Run 1, clock network drawn from the DEF:
Scale bar: 20 um.
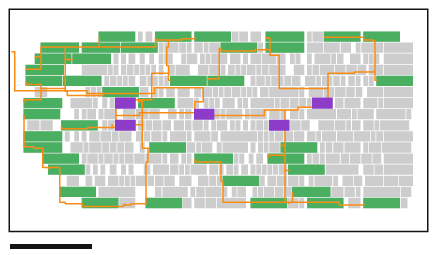
Run 1, floorplan with the power grid:
Pins as bars on the die edge. Tap cells in grey.
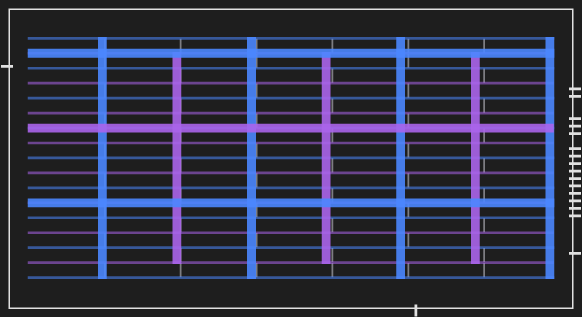
Run 1, logic cells by family:
Scale bar: 20 um.
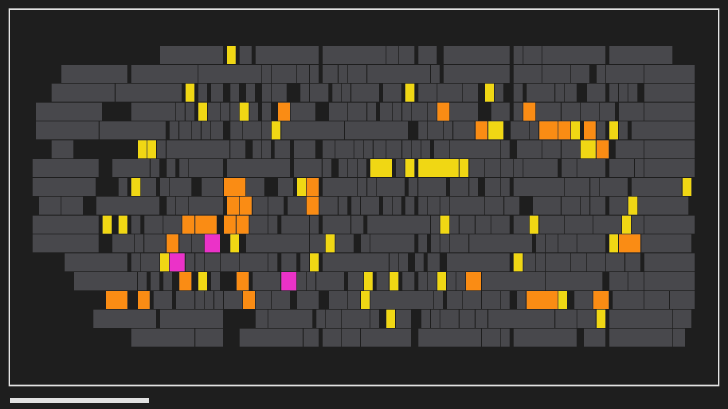
File: config.mk
export PLATFORM = sky130hd
export DESIGN_NAME = tow_game_ctrl
export DESIGN_NICKNAME = d
export VERILOG_FILES = /design/src/rtl/tow_game_ctrl.sv
export SDC_FILE = /design/constraint.sdc
export NUM_CORES = 1
export LEC_CHECK = 0
export ABC_AREA = 1
export CORE_ASPECT_RATIO = 0.5
export CORE_MARGIN = 3
export CORE_UTILIZATION = 53
export CTS_CLUSTER_DIAMETER = 30
export DETAILED_ROUTE_END_ITERATION = 8
export PLACE_DENSITY = 0.76
export SKIP_CTS_REPAIR_TIMING = 1
export SYNTH_ARGS = -nofsm -noshare
export SYNTH_HDL_FRONTEND = slang
export SYNTH_SLANG_ARGS = --single-unit
File: constraint.sdc
create_clock -name clk -period 1.36 [get_ports clk]
set_input_delay 0.272 -clock clk [delete_from_list [all_inputs] [get_ports clk]]
set_output_delay 0.272 -clock clk [all_outputs]
set_load 0.05 [all_outputs]
File: src/rtl/tow_game_ctrl.sv
// tow_game_ctrl: round sequencer for the Tug of War game.
// Opens and closes each round through the button latch's clear input, moves a
// one-hot rope position along the LED bar from the latch's push/tie/right
// results, and flags a winner when the rope reaches either end. The pause
// between rounds is DELAY_MIN plus a masked LFSR value, so the arming instant
// cannot be anticipated.
//
// Ports:
//   clk          system clock, rising edge
//   rst          asynchronous active-low reset
//   new_game     synchronous pulse: start or restart a game
//   push         button latch: a player has latched
//   tie          button latch: both players latched
//   right        button latch: right player latched
//   clear        to button latch: holds both latches cleared while 1
//   leds         one-hot rope position, higher index toward right player
//   winner_valid game over, winner decided
//   winner_right 1 = right won, 0 = left won (meaningful with winner_valid)
//
// state   | meaning
// IDLE    | after reset, waiting for new_game
// DELAY   | random pause, latches held cleared
// ARMED   | latches released, waiting for the first press
// RESOLVE | one cycle to check for a win after a move
// WON     | game over, position frozen until new_game

module tow_game_ctrl #(
  parameter int unsigned NUM_LEDS   = 9,
  parameter logic [15:0] DELAY_MIN  = 16'd1000,
  parameter logic [15:0] DELAY_MASK = 16'h03FF,
  parameter logic [15:0] LFSR_SEED  = 16'hACE1
) (
  input  logic                clk,
  input  logic                rst,
  input  logic                new_game,
  input  logic                push,
  input  logic                tie,
  input  logic                right,
  output logic                clear,
  output logic [NUM_LEDS-1:0] leds,
  output logic                winner_valid,
  output logic                winner_right
);

  localparam int unsigned  PW     = (NUM_LEDS > 1) ? $clog2(NUM_LEDS) : 1;
  localparam logic [PW-1:0] CENTRE = PW'((NUM_LEDS - 1) / 2);
  localparam logic [PW-1:0] LAST   = PW'(NUM_LEDS - 1);

  typedef enum logic [2:0] {
    S_IDLE,
    S_DELAY,
    S_ARMED,
    S_RESOLVE,
    S_WON
  } state_t;

  state_t        state;
  logic [PW-1:0] pos;
  logic [15:0]   lfsr;
  logic [15:0]   dly_cnt;
  logic [15:0]   dly_load;
  logic          lfsr_fb;

  assign lfsr_fb = lfsr[15] ^ lfsr[13] ^ lfsr[12] ^ lfsr[10];

  // The counter holds the cycles remaining after the entry edge, so ARMED is
  // reached exactly D edges after DELAY is entered.
  assign dly_load = DELAY_MIN + (lfsr & DELAY_MASK) - 16'd1;

  always_ff @(posedge clk or negedge rst) begin
    if (!rst) begin
      state        <= S_IDLE;
      pos          <= CENTRE;
      lfsr         <= LFSR_SEED;
      dly_cnt      <= '0;
      winner_valid <= 1'b0;
      winner_right <= 1'b0;
    end else begin
      lfsr <= {lfsr[14:0], lfsr_fb};
      // new_game restarts from any state and outranks a press in ARMED.
      if (new_game) begin
        state        <= S_DELAY;
        pos          <= CENTRE;
        dly_cnt      <= dly_load;
        winner_valid <= 1'b0;
      end else begin
        case (state)
          S_IDLE: ;
          S_DELAY: begin
            if (dly_cnt == '0) state <= S_ARMED;
            else               dly_cnt <= dly_cnt - 16'd1;
          end
          S_ARMED: begin
            if (push) begin
              // pos is never an end value here: ends always exit to WON.
              if (!tie) pos <= right ? pos + PW'(1) : pos - PW'(1);
              state <= S_RESOLVE;
            end
          end
          S_RESOLVE: begin
            if (pos == LAST) begin
              state        <= S_WON;
              winner_valid <= 1'b1;
              winner_right <= 1'b1;
            end else if (pos == '0) begin
              state        <= S_WON;
              winner_valid <= 1'b1;
              winner_right <= 1'b0;
            end else begin
              state   <= S_DELAY;
              dly_cnt <= dly_load;
            end
          end
          S_WON: ;
          default: state <= S_IDLE;
        endcase
      end
    end
  end

  assign clear = (state != S_ARMED);
  assign leds  = NUM_LEDS'(1) << pos;

endmodule

==> impl_metrics.yaml, run 1 <==
# synthesis and place-and-route metrics
status:
  outcome: "finished, violations left"
  violations: "negative setup slack"
floorplan:
  row_count: 16
  fp.dieH_um: 54.1
  io_pins: 18
  core_um2: 4160
  chip_area_um2: 5530
  die_w_um: 102
sta:
  hold_viol_final: 0
  fmax_mhz: 600
  slew_viol_final: 0
  timing.final.ws_setup_ns: -0.305
  whs_ns: 0.371
  layout_min_cycle_time_ns: 1.67
  worst_pin_slew_ns: 0.387
  setup_viol: 32
  fin_crit_sh: 1.22
  relSlewSlack: 0.742
pwr:
  intPower_mw: 2.54
  combPwrFrac: 0.428
  p_sw_mw: 1.66
  p_leak_nw: 1.78
  p_seq_frac: 0.374
  peakVddDrop_v: 0.000646
routing:
  vias_per_cell: 5.74
  first_pass_iters: 5
  final_antenna_net_count: 0
  dr_total_vias: 2714
  first_iter_violations: 285
synthesis:
  synth_cell_types: 31
  synthTopCellsByCount: "nand2_1 (110), nor2_1 (54), dfrtp_1 (32), inv_1 (32), nand3_1 (31)"
  ys.flop_type: "dfrtp_1"
  most_common_cell: "nand2_1"
  synth_nets: 353
  yosys-stat-area_um2: 2450
  synth.top_cell.area_share: 0.326
  yosys_warnings: 0
  edf_count: 0
  yosys.area.top_type: "dfrtp_1"
  yosysCellCount: 342
  async_flop_share: 1.00
  netlist_top_cells_area: "dfrtp_1 (33%), nand2_1 (17%), dfstp_2 (9.6%)"
  netlist_area_um2: 2450
  synth_area_per_cell_um2: 7.17
  ys_seq_elements: 41
  synth_cells: 342
global_route:
  grt_max_degree: 29
  track_usage: 0.232
  overflow: 0
  grt_pass1_wl_um: 10000
  grt_pass1_vias: 2351
  antenna_found_initial: 0
critical_path:
  crit_path_start_kind: "flip-flop"
  crit_chain: "nor2_4 > nand2_2 > buf_4 > nor2_1 > nand2_1 > nand2_1 > nand3_1 > nor2_1 > nand2_1 > nand2_1"
  crit_family: "simple AND/OR/NAND/NOR gates"
  critPathSlowestCell: "dfrtp_1"
  critPathMaxStageDelay_ns: 0.45
  critPathBufInv: 1
  crit_arrival_ns: 1.90
  crit_type: "flip-flop to flip-flop"
  rr_worst_depth: 10
  critPathCaptureType: "flip-flop"
  r2r_end: "dly_cnt[14]"
cells_and_area:
  fillCellCount: 170
  seq_area_um2: 1040
  post-route-util: 0.883
  layout.nets: 429
  drive_above_1_share: 0.427
  n_antenna_cell: 0
clocking:
  cts_tree: "built"
  cts.htree.levels: 2
  cts_buffers: 5
  cts_sinks: 41
place:
  placedCellCount: 455
  place_hpwl_um: 4310
  routabilityCongestion: 0.898
  io_buffers: 17
run:
  warnings: 28
  drv_cap: 0
hold_path:
  whs_endpoint: "lfsr[15]"
  holdPathStages: 0
  hold_path_class: "flip-flop to flip-flop"
Notes on 'clock network drawn from the DEF' above:
clock wires -> orange  # length 543 um
clock-net drivers -> purple  # count 5
flip-flops -> green  # count 41
routed clock nets = 6
Final Skew: 0.0104 ns
Clk power: 833 uW
Clk Latency, worst-skew pair: 0.30 ns
clock power share: 0.198

Notes on 'floorplan with the power grid' above:
VSS -> blue
VDD -> purple
signal pins = 18
tap cells = 54
met5 straps = 3

Notes on 'logic cells by family' above:
aoi and oai cells -> orange  # cells 27, most used o21ai_0
and/or cells -> magenta  # cells 3, most used or2_2
inv cells -> yellow  # cells 40, most used inv_1
logic share of the area: 0.416
Layout Cells excl Fill: 473
Commonest Layout Cell: nand2_1

## run 1: through the flow
stage                     area [um2]  total power [mW]
after global routing            3670              4.41
after floorplan                 2530              2.31
after global placement          3190              2.83
final                           3670              4.20
after detailed placement        3190              2.88
after CTS                       3280              3.70
## run 1: layer usage
| metal | wire length (um) | GRT usage | up-vias |
|---|---|---|---|
| met5 | 0 | 0 | - |
| li1 | - | - | 1218 |
| met3 | 691 | 0.0569 | 57 |
| met2 | 3710 | 0.419 | 180 |
| met1 | 3140 | 0.287 | 1259 |
| met4 | 388 | 0.0523 | 0 |
## run 1: worst max path at each step
stage / startpoint / endpoint / slack (ns) / cells past startpoint
3_5_place_dp: new_game / dly_cnt[0] / -0.42 / 9
4_1_cts: pos[1] / leds[8] / -0.31 / 5
5_1_grt: dly_cnt[7] / dly_cnt[14] / -0.41 / 10
2_1_floorplan: pos[2] / leds[4] / -0.20 / 2
3_3_place_gp: new_game / dly_cnt[8] / -0.32 / 8
6_report: dly_cnt[7] / dly_cnt[14] / -0.31 / 10
## run 1: cell usage in the layout, fill, tap and decap left out, types with 13 or more instances in the layout
cell type,Yosys,final
buf_12,0,13
nand3_1,31,24
nand2_1,110,85
dfrtp_1,32,29
nor2_2,2,14
buf_4,0,50
inv_1,32,27
nor2_4,2,13
nor2_1,54,31
nand2_2,3,22
## run 1: power by group through the flow
stage / registers, mW / logic, mW / clock network [mW]
final: 1.57 / 1.80 / 0.833
after global routing: 1.58 / 1.93 / 0.893
after CTS: 1.50 / 1.37 / 0.833
after detailed placement: 1.52 / 1.36 / 0
after global placement: 1.51 / 1.32 / 0
after floorplan: 1.52 / 0.790 / 0
## run 1: final cells by class
class,instances,share of cell area
multi-input combinational,255,0.416
inverter,39,0.0446
tap,54,0.0184
timing repair inverter,1,0.00238
clock buffer,5,0.0187
clock inverter,3,0.00579
sequential,41,0.283
timing repair buffer,75,0.211
## run 1: state kept, by name, indices dropped and copies added (netlist names)
name,cells
dly_cnt,16
lfsr,16
pos,4
state,3
winner_right,1
winner_valid,1
## run 1: cell families (layout without fill, tap and decap cells)
| family | count (synthesis) | count (layout) | share of synthesized area |
|---|---|---|---|
| flops | 41 | 41 | 0.423 |
| fa+ha+maj | 5 | 5 | 0.0286 |
| simple gates | 212 | 212 | 0.364 |
| compound gates | 27 | 27 | 0.0592 |
| xor+xnor | 11 | 11 | 0.0393 |
| buf+inv | 46 | 123 | 0.0867 |
==> run 1 -> run 2 <==
==> constraint.sdc (replaced) <==
create_clock -name clk -period 1.3 [get_ports clk]
set_input_delay 0.26 -clock clk [delete_from_list [all_inputs] [get_ports clk]]
set_output_delay 0.26 -clock clk [all_outputs]
set_load 0.05 [all_outputs]
Run 2, clock routing:
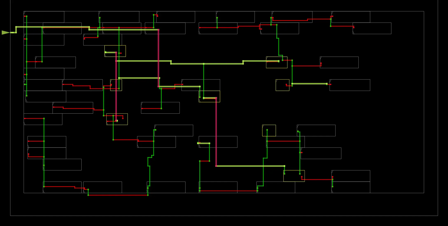
Clk Latency, worst-skew pair: 0.31 ns
Sink Count: 41
Clk power: 926 uW
Final Skew: 0.00858 ns

==> impl_metrics.yaml, run 2 <==
# synthesis and place-and-route metrics
global_route:
  grt_max_degree: 42
  grt_pass1_wl_um: 10300
  grt_pass1_vias: 2330
  antenna_found_initial: 0
  track_usage: 0.245
status:
  violations: "negative setup slack"
  outcome: "finished, violations left"
place:
  routabilityCongestion: 0.938
  place_hpwl_um: 4560
  io_buffers: 17
cells_and_area:
  final_layout_top_logic_cell: "nand2_1"
  layout_top_cells: "nand2_1 (92), buf_4 (55), dfrtp_1 (29), nor2_1 (27), inv_1 (26)"
  layout.nets: 434
  post-route-util: 0.883
  reg_top3: "dly_cnt: 16 flops, lfsr: 16 flops, pos: 4 flops"
  n_antenna_cell: 0
  drive_above_1_share: 0.429
pwr:
  peakVddDrop_v: 0.000913
  p_leak_nw: 1.79
  power_mw: 4.44
sta:
  slew_viol_final: 0
  layout_min_cycle_time_ns: 1.59
  fmax_mhz: 631
  worst_pin_slew_ns: 0.255
  timing.final.ws_setup_ns: -0.285
  setup_viol: 31
  hold_viol_final: 0
  whs_ns: 0.376
  relSlewSlack: 0.829
  fin_crit_sh: 1.22
critical_path:
  crit_chain: "inv_2 > nand2_2 > nor2_2 > buf_12"
  crit_arrival_ns: 1.33
  critPathSlowestCell: "dfstp_2"
  critPathMaxStageDelay_ns: 0.58
  rr_worst_depth: 8
  crit_path_start_kind: "flip-flop"
  critPathCaptureType: "output port"
  crit_type: "flip-flop to output port"
  r2r_end: "dly_cnt[8]"
routing:
  dr_total_vias: 2572
  first_iter_violations: 174
  final_antenna_net_count: 0
  vias_per_cell: 5.38
  first_pass_iters: 5
synthesis:
  mux_area_frac: 0
  yosys-stat-area_um2: 2450
  synth_area_per_cell_um2: 7.17
  netlist_area_um2: 2450
  yosysCellCount: 342
  synth_cell_types: 31
  yosys_warnings: 0
  ys.flop_type: "dfrtp_1"
  most_common_cell: "nand2_1"
  yosys.area.top_type: "dfrtp_1"
  async_flop_share: 1.00
  ys_seq_elements: 41
  synthTopCellsByCount: "nand2_1 (110), nor2_1 (54), dfrtp_1 (32), inv_1 (32), nand3_1 (31)"
  synth_cells: 342
  adder_share: 0.0286
  edf_count: 0
  synthSimpleGateAreaFrac: 0.364
  synth.top_cell.area_share: 0.326
  synth_nets: 353
  synthAoiAreaFrac: 0.0592
clocking:
  cts_tree: "built"
  cts_buffers: 5
  cts.htree.levels: 2
floorplan:
  die_w_um: 102
  core_um2: 4160
  fp.dieH_um: 54.1
  row_count: 16
  io_pins: 18
  chip_area_um2: 5530
hold_path:
  hold_path_class: "flip-flop to flip-flop"
  worstHoldStart: "lfsr[14]"
  holdPathStages: 0
  whs_endpoint: "lfsr[15]"
run:
  warnings: 28
  drv_cap: 0
run 2: cell counts after synthesis:
Identical to the previous run, type by type.
run 2: worst max path at each step:
stage,start,to,depth (start not counted)
final,pos[2],leds[0],4
after global placement,new_game,dly_cnt[8],8
after floorplan,dly_cnt[1],dly_cnt[1],10
after detailed placement,new_game,dly_cnt[8],8
after CTS,pos[2],leds[4],3
after global routing,pos[1],leds[8],5
run 2: worst max-delay path, delay by kind of cell (launching register included):
| kind | cells | cell delay, ns |
|---|---|---|
| buffers and inverters | 2 | 0.22 |
| DFF | 1 | 0.58 |
| and+or+nand+nor | 2 | 0.22 |
run 2: power by group:
| group | switching, mW | leakage, nW | internal [mW] |
|---|---|---|---|
| logic | 1.03 | 1.24 | 0.855 |
| clock network | 0.534 | 0.0452 | 0.392 |
| registers | 0.202 | 0.502 | 1.43 |
run 2: area by class of cell:
class	count	area [um2]
Timing Repair Buffer	81	807
Multi-Input combinational cell	255	1510
Inverter	39	156
Sequential cell	41	1040
Tap cell	54	67.6
Clock buffer	5	68.8
Fill cell	205	487
Clock inverter	3	25.0
run 2: per-layer routing:
layer	GRT usage	vias up	wire length, um	part of all wire
met5	0	-	0	0
met4	0.0915	0	218	0.030
met3	0.0569	31	440	0.060
met2	0.424	108	3540	0.49
met1	0.306	1200	3090	0.42
li1	-	1233	-	-
run 2: through the flow:
step	cell area, um2	cells
2_1_floorplan	2540	342
3_3_place_gp	3250	461
3_5_place_dp	3250	461
4_1_cts	3340	469
5_1_grt	3680	478
6_report	3680	478
run 2: kinds of logic after synthesis:
family	Yosys count
DFF	41
xor gates and xnor gates	11
adders and majority gates	5
AOI/OAI and AO/OA	27
buffers and inverters	46
and+or+nand+nor	212
No activity file was given, so power comes from the tool's default toggle rates.
